## src/rtl/mips_pkg.sv

```systemverilog
// Shared MIPS definitions: instruction field positions, fetch FSM states and default reset PC.
package mips_pkg;

    localparam int OPCODE_MSB = 31;
    localparam int OPCODE_LSB = 26;
    localparam int RS_MSB     = 25;
    localparam int RS_LSB     = 21;
    localparam int RT_MSB     = 20;
    localparam int RT_LSB     = 16;
    localparam int RD_MSB     = 15;
    localparam int RD_LSB     = 11;
    localparam int FUNCT_MSB  = 5;
    localparam int FUNCT_LSB  = 0;
    localparam int IMM_MSB    = 15;
    localparam int IMM_LSB    = 0;
    localparam int TARGET_MSB = 25;
    localparam int TARGET_LSB = 0;

    localparam logic [31:0] DEFAULT_RESET_PC = 32'h0000_0000;

    typedef enum logic [1:0] {
        FETCH = 2'd0,
        VALID = 2'd1,
        HALT  = 2'd2
    } fetch_state_e;

endpackage

```

## src/rtl/instr_fetch_next_pc_sel.sv

```systemverilog
// Next-PC selection: JR > J/JAL > taken branch > sequential, all modulo 2^32.
module next_pc_sel
    import mips_pkg::*;
(
    input  logic [31:0] pc_plus4,
    input  logic [31:0] instr,
    input  logic [31:0] jr_target,
    input  logic        Jump,
    input  logic        Branch,
    input  logic        JumpSel,
    input  logic        branch_taken,
    output logic [31:0] target
);

    logic [31:0] jump_addr;
    logic [31:0] branch_addr;
    logic        unused_opcode;

    // Opcode bits are decoded by control; only the target/imm fields matter here.
    assign unused_opcode = ^instr[OPCODE_MSB:OPCODE_LSB];

    assign jump_addr   = {pc_plus4[31:28], instr[TARGET_MSB:TARGET_LSB], 2'b00};
    assign branch_addr = pc_plus4 + {{14{instr[IMM_MSB]}}, instr[IMM_MSB:IMM_LSB], 2'b00};

    always_comb begin
        target = pc_plus4;
        if (Jump && JumpSel)
            target = jr_target;
        else if (Jump)
            target = jump_addr;
        else if (Branch && branch_taken)
            target = branch_addr;
    end

endmodule

```

## src/rtl/instr_fetch.sv

```systemverilog
// Instruction fetch stage: PC register, imem req/ack FSM and decoded-field presentation.
// Optional misaligned-target trap enabled by defining FETCH_MISALIGN_TRAP_EN.
module instr_fetch
    import mips_pkg::*;
#(
    parameter logic [31:0] RESET_PC = DEFAULT_RESET_PC
) (
    input  logic        clk,
    input  logic        rst_n,
    output logic        imem_req,
    output logic [31:0] imem_addr,
    input  logic        imem_ack,
    input  logic [31:0] imem_rdata,
    output logic        instr_valid,
    input  logic        instr_ready,
    output logic [31:0] instr,
    output logic [5:0]  opcode,
    output logic [5:0]  funct,
    output logic [4:0]  rs,
    output logic [4:0]  rt,
    output logic [4:0]  rd,
    output logic [15:0] imm,
    output logic [31:0] pc,
    output logic [31:0] pc_plus4,
    input  logic        Jump,
    input  logic        Branch,
    input  logic        JumpSel,
    input  logic        branch_taken,
    input  logic [31:0] jr_target,
    output logic        addr_err
);

    fetch_state_e state_q, state_d;
    logic [31:0]  pc_q, pc_d;
    logic [31:0]  instr_q, instr_d;
    logic         req_q, req_d;
    logic         valid_q, valid_d;
    logic [31:0]  target;

    next_pc_sel u_next_pc_sel (
        .pc_plus4     (pc_plus4),
        .instr        (instr_q),
        .jr_target    (jr_target),
        .Jump         (Jump),
        .Branch       (Branch),
        .JumpSel      (JumpSel),
        .branch_taken (branch_taken),
        .target       (target)
    );

`ifdef FETCH_MISALIGN_TRAP_EN
    logic addr_err_q, addr_err_d;
    assign addr_err = addr_err_q;
`else
    assign addr_err = 1'b0;
`endif

    always_comb begin
        state_d = state_q;
        pc_d    = pc_q;
        instr_d = instr_q;
        req_d   = req_q;
        valid_d = valid_q;
`ifdef FETCH_MISALIGN_TRAP_EN
        addr_err_d = addr_err_q;
`endif
        case (state_q)
            FETCH: begin
                // The first cycle out of reset only raises the request; acks are
                // honoured only against an outstanding request.
                if (!req_q) begin
                    req_d = 1'b1;
                end else if (imem_ack) begin
                    instr_d = imem_rdata;
                    req_d   = 1'b0;
                    valid_d = 1'b1;
                    state_d = VALID;
                end
            end
            VALID: begin
                if (instr_ready) begin
                    valid_d = 1'b0;
`ifdef FETCH_MISALIGN_TRAP_EN
                    if (target[1:0] != 2'b00) begin
                        addr_err_d = 1'b1;
                        state_d    = HALT;
                    end else begin
                        pc_d    = target;
                        req_d   = 1'b1;
                        state_d = FETCH;
                    end
`else
                    pc_d    = target & ~32'h3;
                    req_d   = 1'b1;
                    state_d = FETCH;
`endif
                end
            end
            HALT: begin
                req_d   = 1'b0;
                valid_d = 1'b0;
            end
            default: begin
                req_d   = 1'b0;
                valid_d = 1'b0;
                state_d = FETCH;
            end
        endcase
    end

    always_ff @(posedge clk or negedge rst_n) begin
        if (!rst_n) begin
            state_q <= FETCH;
            pc_q    <= RESET_PC;
            instr_q <= 32'h0;
            req_q   <= 1'b0;
            valid_q <= 1'b0;
`ifdef FETCH_MISALIGN_TRAP_EN
            addr_err_q <= 1'b0;
`endif
        end else begin
            state_q <= state_d;
            pc_q    <= pc_d;
            instr_q <= instr_d;
            req_q   <= req_d;
            valid_q <= valid_d;
`ifdef FETCH_MISALIGN_TRAP_EN
            addr_err_q <= addr_err_d;
`endif
        end
    end

    assign imem_req    = req_q;
    assign imem_addr   = pc_q;
    assign pc          = pc_q;
    assign pc_plus4    = pc_q + 32'd4;
    assign instr_valid = valid_q;
    assign instr       = instr_q;
    assign opcode      = instr_q[OPCODE_MSB:OPCODE_LSB];
    assign funct       = instr_q[FUNCT_MSB:FUNCT_LSB];
    assign rs          = instr_q[RS_MSB:RS_LSB];
    assign rt          = instr_q[RT_MSB:RT_LSB];
    assign rd          = instr_q[RD_MSB:RD_LSB];
    assign imm         = instr_q[IMM_MSB:IMM_LSB];

endmodule

```

## config.mk

```make
export PLATFORM = sky130hd
export DESIGN_NAME = instr_fetch
export DESIGN_NICKNAME = d
export VERILOG_FILES = /design/src/rtl/mips_pkg.sv /design/src/rtl/instr_fetch_next_pc_sel.sv /design/src/rtl/instr_fetch.sv
export SDC_FILE = /design/constraint.sdc
export NUM_CORES = 1
export LEC_CHECK = 0
export CAP_MARGIN = 10
export CORE_ASPECT_RATIO = 1.4
export CORE_MARGIN = 1.5
export CORE_UTILIZATION = 48
export CTS_CLUSTER_SIZE = 20
export DETAILED_ROUTE_END_ITERATION = 8
export PLACE_DENSITY = 0.94
export SLEW_MARGIN = 15
export SYNTH_ARGS = -nofsm -noshare
export SYNTH_HDL_FRONTEND = slang
export SYNTH_HIERARCHICAL = 1
export SYNTH_SLANG_ARGS = --single-unit
export TNS_END_PERCENT = 1
```

## constraint.sdc

```tcl
create_clock -name clk -period 5.5 [get_ports clk]
set_input_delay 1.1 -clock clk [delete_from_list [all_inputs] [get_ports clk]]
set_output_delay 1.1 -clock clk [all_outputs]
set_load 0.03 [all_outputs]
```

run_1/layers.png
Scale: 3 px per um. Two of the layers only.
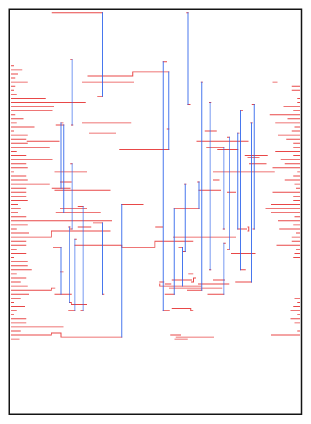
- red: M3 (wire length 1,140 um)
- blue: M4 (wire length 888 um)
Routed WL: 19,040 um
routed len/inst: 20.08 um
gr usage total: 28.69%
Vias: 5,554

run_1/route_heat.png
Scale: 3 px per um. The die is cut into 19 by 27 equal tiles; dark blue is low, red is high, scaled to the fullest tile. Values are wire area over tile area, all layers added.
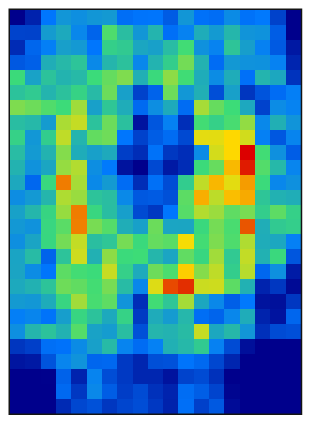
- tiles over half the peak: 21%
- fullest tile: 0.69
- nearly empty tiles: 6.6%
- emptiest ninth of the die: south-east

==> impl_metrics.yaml, run 1 <==
# implementation run metrics
outcome:
  status: "finished clean"
yosys:
  ys_warn_count: 6
  synth_area_um2: 5932
  avgSynthCellArea_um2: 9.183
  syn_inst: 646
floorplan:
  floorplan.core_util_pct: 49.69
  pin_count: 246
  die.size.x_um: 96.96
  taps: 147
  die_h_um: 134.5
  num_rows: 47
placement:
  pre_cts_ws_ns: 0.8611
  port_buffers: 236
  routabilityCongestion: 0.9316
  place_hpwl_um: 14120
cells_and_area:
  layout-drive-gt1-share_pct: 12.11
  n_all_inverters: 8
  signal_buffers: 241
  flop-count: 64
  fin_nets: 900
  logic_gate_count: 473
  clock_buffer_count: 10
  regArea_um2: 1602
  comb_share_pct: 44.74
  comb_area_um2: 3626
  area_growth_pct: 36.62
  diodes: 0
  dominant_cells: "logic gates"
timing:
  grt_setup_unrepaired: "no"
  hold_viol: 0
  max_freq_ghz: 0.2108
  setup_violations: 0
  layout_setup_ws_ns: 0.7564
  min_period_over_period_pct: 86.25
  whs_ns: 0.5395
  tightest_slew_ns: 1.068
  relSlewSlack_pct: 28.76
  fin_skew_ns: 0.005867
  final-max-slew-violation-count: 0
  finalCriticalPeriod_ns: 4.744
setup_path:
  rr_endpoint: "imem_addr[25]"
  required_ns: 5.72
  timing.rr.start: "imem_addr[2]"
  path_buffers: 0
  cp_num_cells: 16
  cpMaxStageDelayCell: "nor4_4"
  crit_path_end: "imem_addr[25]"
  cp_cell_sequence: "ha_1, nand3_1, nor4_4, nand2_1, xnor2_1, ha_1, a21o_1, a21o_1, a21o_1, a211oi_1, nand2_1, a21boi_1, o21ai_0, mux2i_1, o221ai_1, mux2_2"
  crit_path_max_incr_delay_ns: 0.54
  startpoint_type: "flip-flop"
  critPathMaxFanout: 8
  crit_family: "AND-OR/OR-AND gates"
  critical_path_class: "flip-flop to flip-flop"
  r2r_slack_ns: 0.76
  critPathCaptureType: "flip-flop"
  cp-startpoint: "imem_addr[2]"
  r2r_cells: 16
routing:
  drtAntennaViolNets: 0
  drt-initial-drc-count: 326
  vias_per_cell: 5.859
  drc: 0
global_routing:
  grt_max_degree: 65
  antenna_found_initial: 0
  grt_pass1_vias: 5687
  grt_first_pass_wirelength_um: 29860
clock_network:
  cts_tree: "built"
  path_clk_slew_ns: 0.06
  cts_buffers: 9
  ctsHoldBuffers: 0
  h-tree-depth: 3
  insertion_delay_ns: 0.33
  ctsResizeCount: 0
  cts_sinks: 64
  clockRootBuffer: "clkbuf_16"
run:
  maxCapViolations: 0
  warning_count: 28
hold_path:
  worstHoldStart: "instr[29]"
  holdPathEnd: "instr[29]"
run_1/port_trees.png
Scale: 4 px per um.
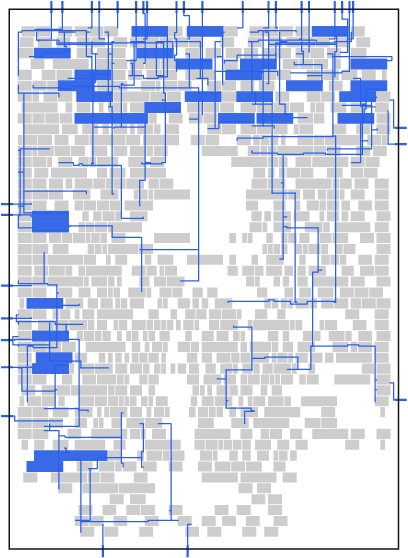
- blue: `instr` (bits 32; direction output; end cells 32; buffers 32; wire 2,150 um)

run_1/ff_map.png
Scale: 4 px per um.
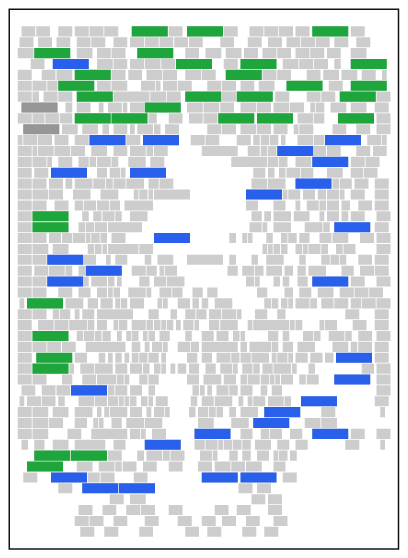
- blue: `imem_addr` (sequential cells 30; where widely spread)
- green: `instr` (sequential cells 32)
sequential cell area share: 19.76%

run 1: flip-flops by register name, indices dropped and copies added (netlist names):
signal       cells
imem_addr       30
imem_req         1
instr           32
instr_valid      1
run 1: cells in the final DEF, fill, tap and decap left out, types with 3 or more instances in the layout:
| cell | n |
|---|---|
| a211oi_1 | 15 |
| a21o_1 | 17 |
| a21oi_1 | 43 |
| a22oi_1 | 3 |
| a31oi_1 | 3 |
| and2_1 | 5 |
| and3_1 | 13 |
| and4_1 | 4 |
| buf_4 | 5 |
| clkbuf_16 | 9 |
| clkdlybuf4s50_1 | 234 |
| conb_1 | 7 |
| dfrtp_1 | 64 |
| ha_1 | 30 |
| inv_1 | 8 |
| mux2_2 | 64 |
| mux2i_1 | 27 |
| nand2_1 | 42 |
| nand2b_1 | 3 |
| nand3_1 | 23 |
| nand4_1 | 8 |
| nor2_1 | 30 |
| nor3_1 | 5 |
| o211ai_1 | 5 |
| o21a_1 | 3 |
| o21ai_0 | 21 |
| o21bai_1 | 3 |
| o221ai_1 | 7 |
| or3_1 | 4 |
| xnor2_1 | 32 |
| xor2_1 | 22 |
run 1: through the flow:
step	cells	util (%)	instance area, um2
6_report	948	67.89	8104
5_1_grt	948	67.89	8104
4_1_cts	948	67.89	8104
3_5_place_dp	933	65.60	7831
3_3_place_gp	933	65.60	7831
2_1_floorplan	652	-	5954
run 1: metal layers:
layer / GRT usage, % / part of all wire [%] / wire length, um
met5: 0 / 0 / 0
met4: 15.62 / 4.7 / 888
met3: 5.590 / 6.0 / 1139
met2: 51.09 / 52 / 9966
met1: 32.21 / 37 / 7040
run_1/placed.png
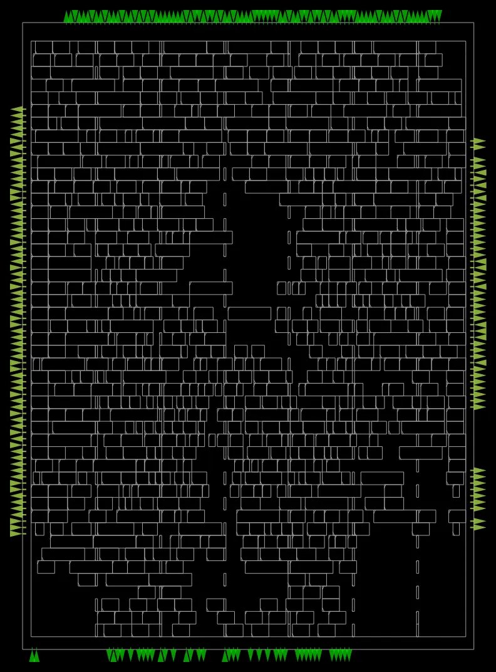

==> run 2, diff against run 1 <==
--- a/config.mk
+++ b/config.mk
@@ -6,12 +6,13 @@
 export NUM_CORES = 1
 export LEC_CHECK = 0
 export CAP_MARGIN = 10
-export CORE_ASPECT_RATIO = 1.4
-export CORE_MARGIN = 1.5
+export CORE_ASPECT_RATIO = 0.7
+export CORE_MARGIN = 10
 export CORE_UTILIZATION = 48
 export CTS_CLUSTER_SIZE = 20
 export DETAILED_ROUTE_END_ITERATION = 8
 export PLACE_DENSITY = 0.94
+export REMOVE_ABC_BUFFERS = 1
 export SLEW_MARGIN = 15
 export SYNTH_ARGS = -nofsm -noshare
 export SYNTH_HDL_FRONTEND = slang
run_2/placed.png
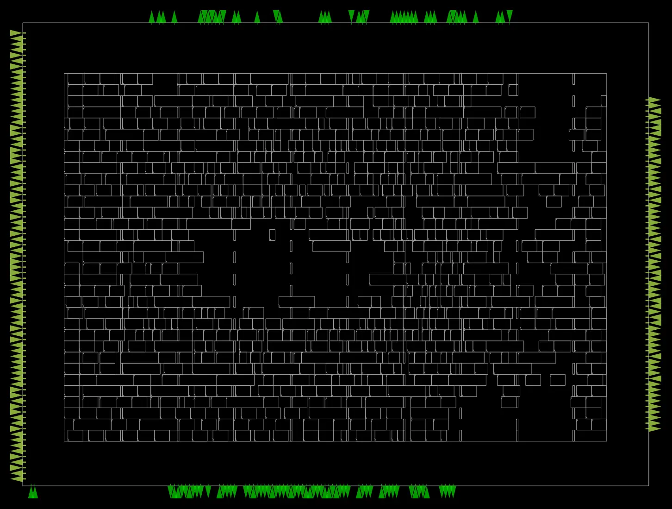
Post-Layout Cell Count: 960
sequential cell area share: 19.57%

==> impl_metrics.yaml, run 2 <==
# implementation run metrics
clock_network:
  insertion_delay_ns: 0.34
  ctsResizeCount: 0
  post_cts_buffers: 0
  ctsHoldBuffers: 0
  cts_buffers: 9
  cts_tree: "built"
  h-tree-depth: 3
  cts_sinks: 64
  clockRootBuffer: "clkbuf_16"
  cts_buffer_depth: 2
  path_clk_slew_ns: 0.06
cells_and_area:
  finalCoreUtilization_pct: 68.82
  comb_area_um2: 3626
  layout-drive-gt1-share_pct: 12.33
  largest_reg_flops: 32
  diodes: 0
  lay_top_count: "clkdlybuf4s50_1"
  post-route-cell-area_um2: 8184
  regArea_um2: 1602
  area_growth_pct: 37.97
  final_cell_mix: "clkdlybuf4s50_1 (234), mux2_2 (64), dfrtp_1 (64)"
  fin_nets: 901
  n_fill_cell: 920
setup_path:
  cp_cell_sequence: "ha_1, nand3_1, nor4_4, buf_4, nand4_1, xnor2_1, ha_1, a21oi_1, nand2_1, a311oi_1, nor2_1, o21a_1, a311oi_1, xor2_1, a221oi_1, mux2_2"
  cp-startpoint: "imem_addr[2]"
  cpMaxStageDelayCell: "dfrtp_1"
  required_ns: 5.72
  r2r_cells: 16
  timing.rr.start: "imem_addr[2]"
  critPathCaptureType: "flip-flop"
  crit_arrival_ns: 4.92
  critical_path_class: "flip-flop to flip-flop"
  crit_path_max_incr_delay_ns: 0.52
  startpoint_type: "flip-flop"
  critPathMaxFanout: 8
placement:
  port_buffers: 236
  place_hpwl_um: 15560
  routabilityCongestion: 0.9332
  place_area_um2: 7854
global_routing:
  grt_overflow_total: 0
  grt_max_degree: 65
  grt_first_pass_wirelength_um: 32380
  antenna_found_initial: 0
  grt_pass1_vias: 5707
  track_usage_pct: 22.69
timing:
  finalCriticalPeriod_ns: 4.698
  max_freq_ghz: 0.2129
  min_period_over_period_pct: 85.41
  tightest_slew_ns: 1.007
  final-max-slew-violation-count: 0
  grt_setup_unrepaired: "no"
  setup_tns_ns: 0
  setup_violations: 0
  relSlewSlack_pct: 32.90
  hold_viol: 0
  fin_skew_ns: 0.009033
floorplan:
  die_h_um: 113.0
  pin_count: 246
  floorplan.core_util_pct: 49.88
  die.size.x_um: 152.9
  core_area_um2: 11890
  die-area_um2: 17280
  num_rows: 33
run:
  warning_count: 27
  maxCapViolations: 0
hold_path:
  hold_path_class: "flip-flop to flip-flop"
  worstHoldStart: "instr[30]"
  min_delay_path_depth: 1
routing:
  route.met2.wl_um: 9189
  vias_per_cell: 5.807
  route.top_layer_used: "met4"
  dr.pass1.iters: 7
  drt_wl_total_um: 20560
  via_count: 5575
  wl_per_cell_um: 21.42
  wl_met1_um: 8450
  met3_length_um: 2676
  drtAntennaViolNets: 0
  drt-initial-drc-count: 381
  drc: 0
yosys:
  syn_inst: 646
  avgSynthCellArea_um2: 9.183
  ys_warn_count: 6
  synth_area_um2: 5932
outcome:
  status: "finished clean"
-- run 2: through the flow --
step	cells	setup WS (ns)	hold slack, ns
2_1_floorplan	545	0.9208	0.7069
4_1_cts	960	0.9281	0.5377
6_report	960	0.8024	0.5322
5_1_grt	960	0.5477	0.5618
3_3_place_gp	944	1.154	0.5159
3_5_place_dp	944	0.9859	0.5229
-- run 2: path summary, 6_finish.rpt --
path	slack, ns	to
max	0.80	imem_addr[28]
min	0.53	instr[30]
max reg2reg	0.80	imem_addr[28]
min reg2reg	0.53	instr[30]
max in group asynchronous	4.06	imem_addr[3]
min in group asynchronous	0.88	instr[14]
-- run 2: per-layer routing --
layer	track usage [%]	up-vias
li1	-	2572
met1	28.29	2648
met2	35.52	325
met3	10.56	30
met4	4.183	0
met5	0	-
-- run 2: critical path: cells and delay by family (launching register included) --
kind	cells	cell delay [ns]
compound gates	5	1.33
simple gates	5	0.87
fa+ha+maj	2	0.71
xor+xnor	2	0.63
flops	1	0.52
mux	1	0.28
buf+inv	1	0.25
-- run 2: area by class of cell --
class | count | area share, %
Clock buffer | 10 | 2.920
Inverter | 8 | 0.3669
Clock inverter | 6 | 1.116
Sequential cell | 64 | 19.57
Multi-Input combinational cell | 473 | 44.31
Tap cell | 157 | 2.400
Timing Repair Buffer | 242 | 29.32
